### src/rtl/mult_div_unit.sv
// rtl/mult_div_unit.sv - radix-2 iterative MULT/MULTU/DIV/DIVU unit owning HI/LO.
// Optional MDU_DIV0_FLAG_EN adds a div_zero pulse alongside done.
module mult_div_unit #(
  parameter int WIDTH = 32
) (
  input  logic             clk,
  input  logic             rst,
  input  logic             start,
  input  logic [1:0]       op,
  input  logic [WIDTH-1:0] a,
  input  logic [WIDTH-1:0] b,
  input  logic             hi_we,
  input  logic             lo_we,
  input  logic [WIDTH-1:0] wdata,
  output logic             busy,
  output logic             done,
  output logic [WIDTH-1:0] hi,
  output logic [WIDTH-1:0] lo
`ifdef MDU_DIV0_FLAG_EN
  ,
  output logic             div_zero
`endif
);

  localparam int CW = $clog2(WIDTH + 1);

  typedef enum logic [1:0] {IDLE, RUN, FIX} state_t;

  state_t           state, state_n;
  logic [CW-1:0]    cnt;
  logic             is_div, neg_lo, neg_hi, div0;
  logic [WIDTH-1:0] m, q;
  logic [WIDTH:0]   acc;

  logic [WIDTH-1:0]   a_mag, b_mag;
  logic [WIDTH:0]     add_sum, rem_shift, rem_diff;
  logic [2*WIDTH-1:0] prod, prod_fix;
  logic [WIDTH-1:0]   quot_fix, rem_fix;

  // Signed ops work on magnitudes; the sign is restored in FIX.
  assign a_mag = (!op[0] && a[WIDTH-1]) ? -a : a;
  assign b_mag = (!op[0] && b[WIDTH-1]) ? -b : b;

  assign add_sum   = {1'b0, acc[WIDTH-1:0]} + {1'b0, m};
  assign rem_shift = {acc[WIDTH-1:0], q[WIDTH-1]};
  assign rem_diff  = rem_shift - {1'b0, m};

  assign prod     = {acc[WIDTH-1:0], q};
  assign prod_fix = neg_lo ? -prod : prod;
  assign quot_fix = neg_lo ? -q : q;
  assign rem_fix  = neg_hi ? -acc[WIDTH-1:0] : acc[WIDTH-1:0];

  assign busy = (state != IDLE);

  always_ff @(posedge clk or posedge rst) begin
    if (rst) state <= IDLE;
    else     state <= state_n;
  end

  always_comb begin
    state_n = state;
    case (state)
      IDLE:    if (start) state_n = RUN;
      RUN:     if (cnt == CW'(WIDTH - 1)) state_n = FIX;
      FIX:     state_n = IDLE;
      default: state_n = IDLE;
    endcase
  end

  always_ff @(posedge clk or posedge rst) begin
    if (rst) begin
      cnt    <= '0;
      is_div <= 1'b0;
      neg_lo <= 1'b0;
      neg_hi <= 1'b0;
      div0   <= 1'b0;
      m      <= '0;
      q      <= '0;
      acc    <= '0;
      hi     <= '0;
      lo     <= '0;
      done   <= 1'b0;
`ifdef MDU_DIV0_FLAG_EN
      div_zero <= 1'b0;
`endif
    end else begin
      done <= 1'b0;
`ifdef MDU_DIV0_FLAG_EN
      div_zero <= 1'b0;
`endif
      case (state)
        IDLE: begin
          if (start) begin
            is_div <= op[1];
            neg_lo <= !op[0] && (a[WIDTH-1] ^ b[WIDTH-1]);
            neg_hi <= !op[0] && a[WIDTH-1];
            div0   <= op[1] && (b == '0);
            m      <= b_mag;
            q      <= a_mag;
            acc    <= '0;
            cnt    <= '0;
          end else begin
            if (hi_we) hi <= wdata;
            if (lo_we) lo <= wdata;
          end
        end
        RUN: begin
          cnt <= cnt + 1'b1;
          if (is_div) begin
            // Restoring step: keep the difference only when it did not borrow.
            if (!rem_diff[WIDTH]) begin
              acc <= rem_diff;
              q   <= {q[WIDTH-2:0], 1'b1};
            end else begin
              acc <= rem_shift;
              q   <= {q[WIDTH-2:0], 1'b0};
            end
          end else begin
            acc <= q[0] ? {1'b0, add_sum[WIDTH:1]} : {1'b0, acc[WIDTH:1]};
            q   <= {(q[0] ? add_sum[0] : acc[0]), q[WIDTH-1:1]};
          end
        end
        FIX: begin
          done <= 1'b1;
          if (is_div) begin
            // Divide by zero leaves remainder = dividend naturally; only LO is forced.
            lo <= div0 ? '1 : quot_fix;
            hi <= rem_fix;
          end else begin
            {hi, lo} <= prod_fix;
          end
`ifdef MDU_DIV0_FLAG_EN
          div_zero <= div0;
`endif
        end
        default: ;
      endcase
    end
  end

endmodule

### config.mk
export PLATFORM = sky130hd
export DESIGN_NAME = mult_div_unit
export DESIGN_NICKNAME = d
export VERILOG_FILES = /design/src/rtl/mult_div_unit.sv
export SDC_FILE = /design/constraint.sdc
export NUM_CORES = 1
export LEC_CHECK = 0
export CAP_MARGIN = 20
export CORE_MARGIN = 2
export CORE_UTILIZATION = 25
export DETAILED_ROUTE_END_ITERATION = 16
export SETUP_SLACK_MARGIN = 0.4
export SYNTH_ARGS = -nofsm -noshare
export SYNTH_HDL_FRONTEND = slang
export SYNTH_SLANG_ARGS = --single-unit
export TNS_END_PERCENT = 30
### constraint.sdc
create_clock -name clk -period 7.7 [get_ports clk]
set_input_delay 0.77 -clock clk [delete_from_list [all_inputs] [get_ports clk]]
set_output_delay 0.77 -clock clk [all_outputs]
set_load 0.05 [all_outputs]
run_1/power_grid.png
Pins as bars on the die edge.
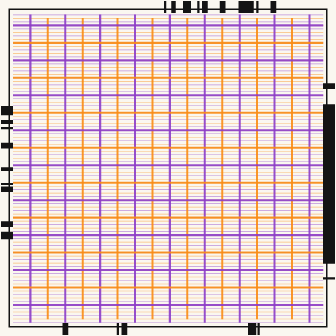
- VDD: orange
- VSS: purple
- met4 straps: 17
- rows: 88
- met1 rails: 89
- signal pins: 169
- met5 straps: 17
Max VDD drop: 0.2092 mV
die height: 245.9 um

run_1/placement_by_type.png
Bar = 50 um.
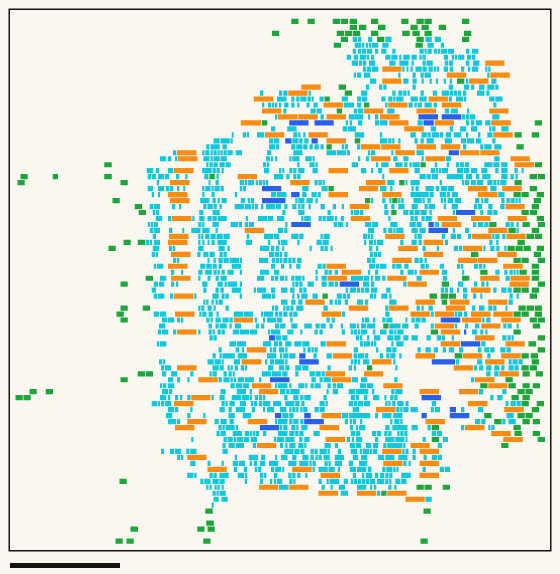
- remaining buffers and delay cells: green (cells 187; share of their area 11%)
- sequential cells: orange (cells 174; share of their area 26%)
- clock drivers and dummy loads: blue (cells 32; share of their area 3.6%)
- combinational and other logic: cyan (cells 1559; share of their area 59%)
num rows: 88
final core utilization: 0.3047

==> metrics.cfg, run 1 <==
[worst_setup_path]
startpoint_type=register
crit_family=simple AND/OR/NAND/NOR gates
critPathKind=reg2reg
worstPathArrival_ps=5100
crit_slowest_cell=dfrtp_1
cp-end-kind=register
path_cells=ha_1, a211oi_1, nor2_1, o21ai_0, a21oi_1, or3b_2, o221ai_1, nor2b_1, o21ai_0, nand2b_1, ha_1, buf_4, and2_1, nand2_1, or4_1, o211a_1

[yosys]
yosysWarnings=0
netlist.area_leader.share=0.2976
edf_count=0
netlist_area_um2=14630
ys_async_sr_fraction=1.000

[floorplanning]
fp_util=0.2531
pin_count=169
chipArea_um2=60470
core-area_um2=57810

[detailed_routing]
drc=0

[clock_tree]
cts_resized=0
cts_buffer_depth=2
htree_levels=4
post_cts_buffers=0

[final_timing]
tightest_slew_ps=1073
setup_tns_ps=0
setup-violations-final=0
final_max_slew_viol_count=0
hold_viol=0

[finish]
instances_no_fill=2718
drive_above_1_share=0.04559
most-common-layout-cells=nand2_1 (203), o21ai_0 (197), a21oi_1 (180)
fillers=6144
lay_top_count=nand2_1

[outcome]
status=completed

[flow_run]
maxCapViolations=0

[placed_design]
gp_congestion=0.8814
port_buffers=168
place_inst=2684

[power]
p_leak_nw=6.948

[global_routing]
grt_start_max_net_pins=98

run_1/clk_routes.png
Bar = 50 um.
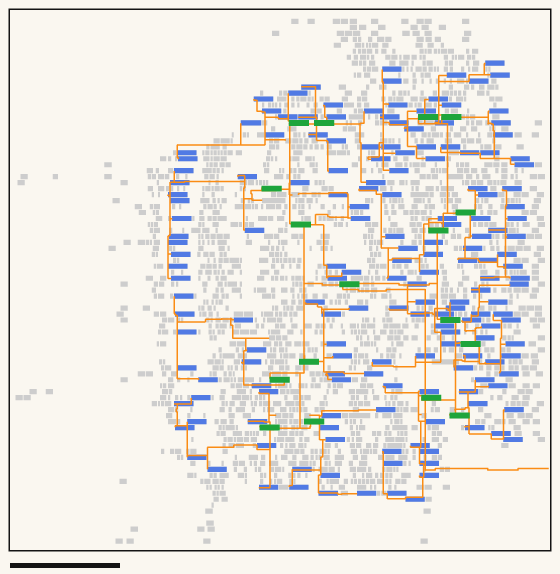
- flip-flops: blue (count 174)
- clock wires: orange (length 2720 um)
- clock drivers: green (count 17)
- routed clock nets: 18
Clk network pwr share: 0.120
clk ins delay skew pair: 460 ps
worst clock skew: 12.93 ps

run_1/wires.png
Two of the layers only.
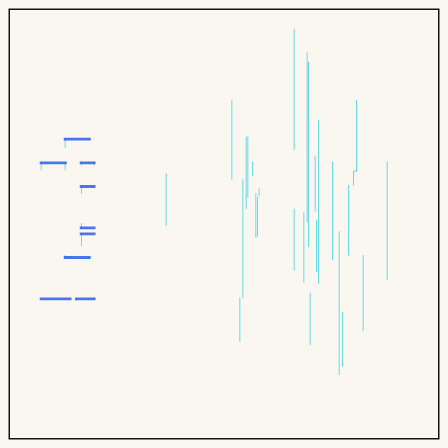
- metal 4: cyan (wire length 1240 um)
- metal 5: blue (wire length 97.5 um)
DR vias: 14110
routed wire length: 51960 um
Total GRT Usage: 0.1694
post-DR wirelength/cell: 19.12 um

run 1: synthesized netlist by cell type (3+ instances only):
library cell and n:
o2111ai_1 3, mux2_2 6, nor4_1 17, nand2b_1 21, or2_2 5, o211a_1 3, nand3b_1 4, a311oi_1 3
dfrtp_1 174, o22ai_1 32, a21o_1 23, o21ai_0 197, or3_1 9, ha_1 71, nor2_1 120, a31oi_1 31
nand2_1 204, or4_1 9, o21bai_1 8, mux2i_1 49, inv_1 64, o41ai_2 3, o221ai_1 3, xor2_1 60
a21oi_1 180, nor3_1 31, o21ba_2 4, o41ai_1 13, a211oi_1 66, clkbuf_1 92, o21a_1 10, and2_1 7
a22o_1 6, and3_1 15, xnor2_1 109, o211ai_1 13, buf_1 22, nor2b_1 52, nand3_1 30, nand4_1 9
o31ai_1 31
run 1: per-layer routing:
metal	GRT usage	wire length, um	share of wire
met1	0.2276	23520	0.45
met5	0	97	0.0019
met3	0.03820	3713	0.071
met4	0.05169	1242	0.024
met2	0.2693	23390	0.45
run 1: where the power goes:
part           internal [mW]  total [mW]  switching (mW)
Combinational           2.00        4.96            2.96
Sequential              1.25        1.81           0.559
Clock                  0.504       0.927           0.422
run 1: sequential cells by signal, summed over array words and instances, names as in the netlist:
name and flops:
acc 33, cnt 6, div0 1, done 1, hi 32, is_div 1
lo 32, m 32, neg_hi 1, neg_lo 1, q 32, state 2
run 1: cell type report:
cell class | instances | area share
clock buffer | 20 | 0.02593
sequential | 174 | 0.2473
antenna | 1 | 0.0001421
timing repair buffer | 187 | 0.1036
inverter | 65 | 0.01414
clock inverter | 12 | 0.008384
tap | 765 | 0.05435
multi-input combinational | 1494 | 0.5461
run 1: kinds of logic after synthesis:
group / after synthesis / synth area share
AND-OR/OR-AND: 652 / 0.2742
XOR/XNOR: 169 / 0.1012
adder cells (fa/ha/maj): 73 / 0.06346
buffers and inverters: 182 / 0.04738
flip-flops: 174 / 0.2976
multiplexers: 55 / 0.03815
AND/OR/NAND/NOR: 545 / 0.1780
run 1: worst register-to-register path, cell delays in order, from the launching register on:
cell and delay, ps:
dfrtp_1 570, ha_1 390, a211oi_1 250, nor2_1 110, o21ai_0 330, a21oi_1 160
or3b_2 460, o221ai_1 280, nor2b_1 80, o21ai_0 150, nand2b_1 100, ha_1 280
buf_4 450, and2_1 260, nand2_1 110, or4_1 540, o211a_1 120
run 1: final timing paths:
kind / from / end / slack (ps)
max: acc[14] / acc[29] / 2940
min: lo[9] / lo[9] / 480
max reg2reg: acc[14] / acc[29] / 2940
min reg2reg: lo[9] / lo[9] / 480
max in group asynchronous: rst / is_div / 5630
min in group asynchronous: rst / done / 830
run 1: stage by stage:
step | area [um^2] | util | total power [mW]
after detailed placement | 17000 | 0.2940 | 6.701
final | 17610 | 0.3047 | 7.693
after floorplan | 14630 | - | 5.301
after global placement | 17000 | 0.2940 | 6.642
after CTS | 17600 | 0.3045 | 7.648
after global routing | 17610 | 0.3047 | 8.297
## Run 2: what changed since run 1
Clock period 7.7 ns to 4.1 ns, I/O delays scaled along.
==> run 2 against run 1 <==
Against the previous run:
- critical endpoint is now q[0]
- hold slack got worse by 41 ps
- combinational power increased by 120%
- fmax grew 30%
- routed wire length increased by 2.8%
- first-iteration DRC count increased by 11%
- largest power group unchanged
- clock power grew 78%
==> metrics.cfg, run 2 <==
[final_timing]
hold_viol=0
setup-violations-final=0
setup_tns_ps=0

[outcome]
status=completed

[floorplanning]
pin_count=169
chipArea_um2=60470

[detailed_routing]
met3_length_um=3239
wirelength_met1_um=25170
met2_length_um=24290

[placed_design]
gp_congestion=0.9021

[global_routing]
grt_start_max_net_pins=175

[power]
p_leak_nw=7.306
peakVddDrop_mv=0.3620
power.net_switching_mw=7.845
comb_power_share=0.692

[finish]
fillers=6039
drive_above_1_share=0.09550

[yosys]
netlist.area_leader.share=0.2976

[flow_run]
maxCapViolations=0

[worst_setup_path]
worstPathArrival_ps=3970

run 2: power groups by stage:
stage	logic (mW)	clock network, mW	registers (mW)
after floorplan	6.50	0	3.46
after global placement	9.88	0	3.13
after detailed placement	9.95	0	3.16
after CTS	10.2	1.68	3.13
after global routing	11.8	1.75	3.23
final	10.8	1.65	3.15
run 2: cell families after synthesis:
kind of cell / after synthesis / share of synthesized area
DFF: 174 / 0.2976
adders and majority gates: 73 / 0.06346
muxes: 55 / 0.03815
xor gates and xnor gates: 169 / 0.1012
buffers and inverters: 182 / 0.04738
AOI/OAI and AO/OA: 652 / 0.2742
and+or+nand+nor: 545 / 0.1780
run 2: layout make-up:
type                    count  area [um^2]  area share
multi-input cells        1494         9831      0.5355
clock inverters            13        118.9    0.006475
well taps                 765        957.2     0.05214
repair buffers            256         2392      0.1303
clock buffers              19        452.9     0.02467
inverters                  65        247.7     0.01350
flip-flops and latches    174         4358      0.2374
run 2: metrics by stage:
stage / instance area [um^2] / cells / utilization
after detailed placement: 17430 / 2738 / 0.3015
after global placement: 17430 / 2738 / 0.3015
after global routing: 18360 / 2786 / 0.3176
final: 18360 / 2786 / 0.3176
after floorplan: 14630 / 1850 / -
after CTS: 18130 / 2776 / 0.3136
run 2: final timing paths:
| check | end | slack (ps) | from |
|---|---|---|---|
| max in group asynchronous | is_div | 2430 | rst |
| hold / removal | m[3] | 440 | rst |
| setup / recovery | q[0] | 430 | m[15] |
| setup reg to reg | q[0] | 430 | m[15] |
| min in group clk | lo[23] | 480 | lo[23] |
| hold reg to reg | lo[23] | 480 | lo[23] |
run 2: worst max-delay path: cells and delay by family, from the launching register on:
| family | cells | cell delay, ps |
|---|---|---|
| buffers and inverters | 7 | 850 |
| adder cells (fa/ha/maj) | 2 | 500 |
| flip-flops | 1 | 400 |
| AND/OR/NAND/NOR | 5 | 760 |
| AND-OR/OR-AND | 7 | 1030 |
run 2: repair_timing:
item | in CTS | in global routing
setup buffers | 6 | 10
endpoints found under the hold margin | 0 | 0
endpoints found under the setup margin | 26 | 31
pin swaps | 2 | 10
resized | 21 | 34
run 2: per-layer routing:
metal	GRT usage	vias to the layer above
li1	-	7004
met1	0.2428	7010
met2	0.2791	446
met3	0.02761	45
met4	0.03743	0
met5	0	-
run_2/wires.png
Two of the layers only.
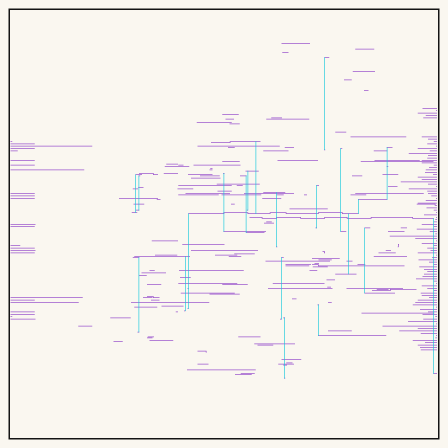
- metal 3: purple (wire length 3240 um)
- metal 4: cyan (wire length 743 um)
routed wire length: 53440 um
DR vias: 14510
post-DR wirelength/cell: 19.18 um
Total GRT Usage: 0.1734

run_2/placement_by_type.png
Bar = 50 um.
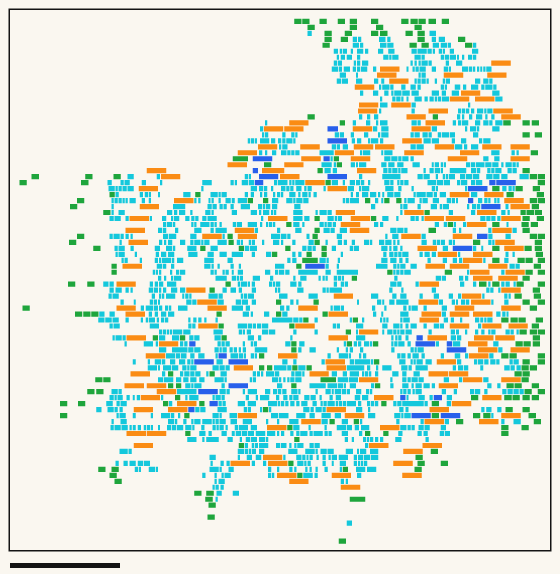
- remaining buffers and delay cells: green (cells 256; share of their area 14%)
- clock drivers and dummy loads: blue (cells 32; share of their area 3.3%)
- combinational and other logic: cyan (cells 1559; share of their area 58%)
- sequential cells: orange (cells 174; share of their area 25%)
final core utilization: 0.3176
post-route design area: 18360 um^2
Core Box Area: 57810 um^2
Seq/total area: 0.2374

Power is estimated from default activity; no workload was simulated.
